--- config.mk ---
export PLATFORM = sky130hd
export DESIGN_NAME = sync_fifo
export DESIGN_NICKNAME = d
export VERILOG_FILES = /design/src/rtl/sync_fifo.sv
export SDC_FILE = /design/constraint.sdc
export NUM_CORES = 1
export LEC_CHECK = 0
export ABC_AREA = 1
export ABC_CLOCK_PERIOD_IN_PS = 1600
export CAP_MARGIN = 20
export CELL_PAD_IN_SITES_DETAIL_PLACEMENT = 1
export CELL_PAD_IN_SITES_GLOBAL_PLACEMENT = 1
export CORE_MARGIN = 2
export CORE_UTILIZATION = 41
export CTS_BUF_LIST = sky130_fd_sc_hd__clkbuf_16
export DETAILED_ROUTE_END_ITERATION = 7
export PLACE_DENSITY = 0.78
export SLEW_MARGIN = 20
export SYNTH_ARGS = -nofsm -noshare
export SYNTH_HDL_FRONTEND = slang
export SYNTH_SLANG_ARGS = --single-unit
--- constraint.sdc ---
create_clock -name clk -period 1.6 [get_ports clk]
set_clock_uncertainty 0.05 [all_clocks]
set_input_delay 0.32 -clock clk [delete_from_list [all_inputs] [get_ports clk]]
set_output_delay 0.32 -clock clk [all_outputs]
set_load 0.01 [all_outputs]
--- src/rtl/sync_fifo.sv ---
// sync_fifo: single-clock FIFO with registered read data and read-valid strobe.
// Ports: clk, rstn, wr_en, rd_en, data_in -> fifo_empty, fifo_full, rd_vld, data_out.
module sync_fifo #(
    parameter int DATA_WIDTH = 8,
    parameter int FIFO_DEPTH = 8,
    parameter int ADDR_WIDTH = $clog2(FIFO_DEPTH)
) (
    input  logic                  clk,
    input  logic                  rstn,
    input  logic                  wr_en,
    input  logic                  rd_en,
    input  logic [DATA_WIDTH-1:0] data_in,
    output logic                  fifo_empty,
    output logic                  fifo_full,
    output logic                  rd_vld,
    output logic [DATA_WIDTH-1:0] data_out
);

    localparam logic [ADDR_WIDTH:0] PTR_ONE = 1;

    logic [DATA_WIDTH-1:0] mem [FIFO_DEPTH];
    logic [ADDR_WIDTH:0]   wp;
    logic [ADDR_WIDTH:0]   rp;
    logic                  wr_acc;
    logic                  rd_acc;

    // Extra MSB on each pointer tells full (laps differ) from empty.
    assign fifo_empty = (wp == rp);
    assign fifo_full  = (wp[ADDR_WIDTH-1:0] == rp[ADDR_WIDTH-1:0])
                     && (wp[ADDR_WIDTH] != rp[ADDR_WIDTH]);

    assign wr_acc = wr_en && !fifo_full;
    assign rd_acc = rd_en && !fifo_empty;

    // Storage has no reset; pointers alone define what is valid.
    always_ff @(posedge clk) begin
        if (wr_acc) begin
            mem[wp[ADDR_WIDTH-1:0]] <= data_in;
        end
    end

    always_ff @(posedge clk or negedge rstn) begin
        if (!rstn) begin
            wp <= '0;
        end else if (wr_acc) begin
            wp <= wp + PTR_ONE;
        end
    end

    always_ff @(posedge clk or negedge rstn) begin
        if (!rstn) begin
            rp       <= '0;
            rd_vld   <= 1'b0;
            data_out <= '0;
        end else if (rd_acc) begin
            rp       <= rp + PTR_ONE;
            rd_vld   <= 1'b1;
            data_out <= mem[rp[ADDR_WIDTH-1:0]];
        end else begin
            rd_vld   <= 1'b0;
        end
    end

endmodule

==> results_slide.txt <==
Physical Implementation Snapshot

Critical path
  • Reg2Reg Depth: 9
  • CP max FO: 8
  • Reg2Reg Capture Point: mem[7][3]
  • Worst Setup Start Kind: register
  • Crit Path Category: reg2reg
  • Worst Path Required: 1.65 ns
  • Reg-to-reg startpoint: rp[2]
  • R2R setup slack: -0.12 ns
  • Crit path capture type: register
  • WP data arrival: 1.77 ns

Final layout
  • Syn-to-layout area delta: 27.95%
  • Nets@finish: 482
  • Fraction of layout cells with a size suffix above 1: 20.93%
  • Post-Layout Inst Area: 0.004822 sq mm
  • Most numerous logic cells after layout: 159 x nand2_1, 67 x inv_1, 64 x edfxtp_1, 42 x nand3_1, 26 x buf_4
  • Most numerous logic cell after layout: nand2_1
  • Antenna cells: 0

Die
  • Top Ports: 23
  • Die area: 0.009975 sq mm
  • CORE AREA: 0.008806 sq mm
  • Init Core Util: 42.80%

Synth
  • Synthesized cell area: 0.003769 sq mm
  • Yosys stat cell total: 405
  • Area leader, netlist: edfxtp_1
  • Unique cell types: 20
  • Average size of a mapped cell: 9.305 sq um
  • Post-Syn Nets: 419
  • Ys flops: 81
  • Yosys stat chip area: 0.003769 sq mm
  • Largest cells by area: edfxtp_1 51%, nand2_1 16%, dfrtp_1 11%
  • Synth Warn #: 0
  • Synth Seq Share: 62.28%
  • Area leader share: 51.00%
  • Synth Instances: 405

Route
  • Total wire length: 9.920 mm
  • Via density: 4.881
  • Antenna-violating nets left: 0
  • Avg WL per Cell: 17.07 um
  • Pre-antenna DRT Iters: 4
  • Residual DRC: 0
  • Vias after detailed routing: 2,836
  • 1st-iter DRT viols: 124

Clocking
  • CTS tree: built
  • H-tree levels: 3
  • Late-Pin Clk Latency: 0.34 ns
  • Sink Count: 81
  • Num CTS Buffers: 9
  • Root Buffer: clkbuf_16
  • CTS clk-pin slew, worst paths: 0.07 ns
  • CTS max path bufs: 2
  • # hold bufs at CTS: 0

Global route
  • First-pass GRT wire length: 15.77 mm
  • Initial antenna violation count: 0
  • GRT Residual Overflow: 0
  • Total track usage: 21.54%
  • Pin count of the biggest net entering global routing: 34
  • Vias in the first global route: 3,053

Place
  • Placed cell areas: 0.004359 sq mm
  • Setup WS pre-CTS: -0.2118 ns
  • Placer Congestion: 0.8085
  • Dpl hpwl: 6.505 mm

Status
  • Failing checks: setup timing
  • Status: finished with violations

Final timing
  • Least-Margin Pin Slew: 0.3738 ns
  • Hold Fails Final Rpt: 0
  • Unrepaired setup endpoints after global routing: yes
  • Fmax achieved: 581.7 MHz
  • Worst setup margin: -0.1190 ns
  • Setup Viol. Count Final: 66
  • Final Max Tran Viols: 0
  • Crit share post-route: 107.4%
  • Rel. slew slack: 75.00%
  • Min Tclk post-route: 1.719 ns
  • Final hold slack: 0.2523 ns

Power and ir drop
  • VDD IR max: 0.7498 mV
  • Leak pwr: 0.002318 uW
  • Cell Pwr Density: 1832 mW/mm^2

Job
  • Tool warnings: 29
  • Max Cap Viol: 0

Hold path
  • Hold/Removal Path Class: in2async
power by group:
group / switching, uW / total, uW / internal (uW) / leakage [uW]
Sequential: 231 / 2960 / 2730 / 0.000789
Clock: 885 / 1950 / 1060 / 0.000136
Combinational: 2390 / 3930 / 1530 / 0.00139
per-layer routing:
metal | share of wire (%) | wire length (um) | GRT usage (%)
met1 | 43 | 4295 | 27.32
met5 | 0 | 0 | 0
met2 | 51 | 5035 | 37.06
met3 | 4.0 | 393 | 4.666
met4 | 2.0 | 196 | 6.744
kinds of logic after synthesis:
group                    share of synthesized area, %
XOR/XNOR                                        1.129
adder cells (fa/ha/maj)                        0.6639
buffers and inverters                           10.33
flip-flops                                      62.28
AND/OR/NAND/NOR                                 25.60
stage by stage:
step | std cells | total power, uW | utilization (%) | TNS (ns)
after global routing | 581 | 9404 | 54.76 | -8.496
after global placement | 562 | 6432 | 49.50 | -8.931
after detailed placement | 562 | 6577 | 49.50 | -10.77
final | 581 | 8835 | 54.76 | -4.232
after floorplan | 405 | 5155 | - | -5.534
after CTS | 580 | 8716 | 53.96 | -4.472
flip-flops by register name, summed over array words and instances (netlist names):
name,flops
rd_vld,1
wp,4
rp,4
data_out,8
mem,64
area by class of cell:
type	count	area [sq um]	area share [%]
Multi-Input combinational cell	233	1137	23.59
Clock inverter	7	52.55	1.090
Timing Repair Buffer	66	630.6	13.08
Inverter	77	291.5	6.046
Clock buffer	9	225.2	4.670
Tap cell	108	135.1	2.802
Sequential cell	81	2350	48.73
worst max-delay path, cell delays in order (launching register included):
cell and delay (ns):
dfrtp_1 0.44, inv_2 0.09, nand2_2 0.06, nand2_2 0.09
nand4_2 0.12, buf_6 0.16, buf_4 0.13, nand2_1 0.10
inv_1 0.08, buf_12 0.15
worst max-delay path by stage:
| stage | slack [ns] | end | cells past startpoint | startpoint |
|---|---|---|---|---|
| 5_1_grt | -0.19 | fifo_full | 6 | wp[3] |
| 6_report | -0.12 | mem[7][3] | 9 | rp[2] |
| 4_1_cts | -0.11 | fifo_empty | 6 | rp[2] |
| 3_5_place_dp | -0.21 | mem[2][0] | 4 | wr_en |
| 3_3_place_gp | -0.19 | mem[5][1] | 5 | wr_en |
| 2_1_floorplan | -0.12 | mem[0][0] | 5 | rp[1] |
synth_stat cells, drive strengths merged:
library cell	n
dfrtp	17
nand4	1
nand3	43
xor2	3
inv	77
ha	2
nor2	12
buf	14
xnor2	1
edfxtp	64
nand2	171
timing repair:
action,in CTS,in global routing
cloned,0,0
endpoints found under the hold margin,0,0
pin swaps,5,2
setup buffers,2,1
resized,46,16
endpoints found under the setup margin,79,79
==> images/logic_types.png <==
Drawn at 4 px/um.
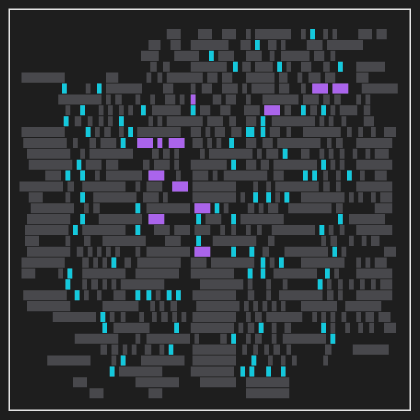
Purple stands for nor cells, cells 12. Cyan stands for inv cells, cells 77, where spread over the die.
Layout Cells excl Fill: 581
fraction of area in multi-input gates: 23.59%

==> images/io_fan.png <==
Drawn at 3 px/um.
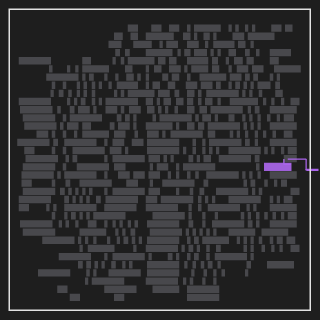
Purple stands for rd_vld, bits 1, direction output, edge east, end cells 1, wire 14.4 um.

==> images/placement.png <==
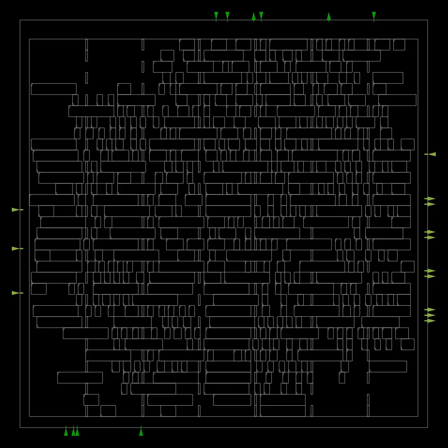
Std-Cell Rows: 34
fin util: 54.76%
flop share of the area: 48.73%
fillers: 1,008

==> images/io_placement.png <==
Drawn at 4 px/um. Pins as bars across the die edge, other pins in gray.
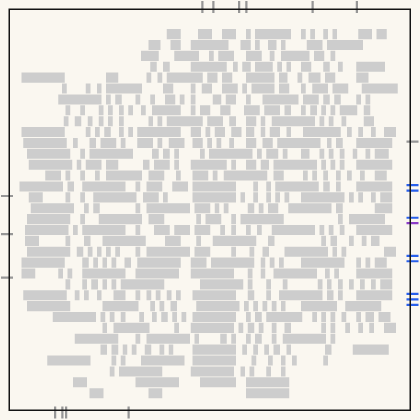
Blue stands for data_out, pins 8, direction output, edge east. Purple stands for rd_vld, pins 1, direction output, edge east.
PortBufs: 22
die height: 99.88 um
die width: 99.88 um

Power is estimated from default activity; no workload was simulated.
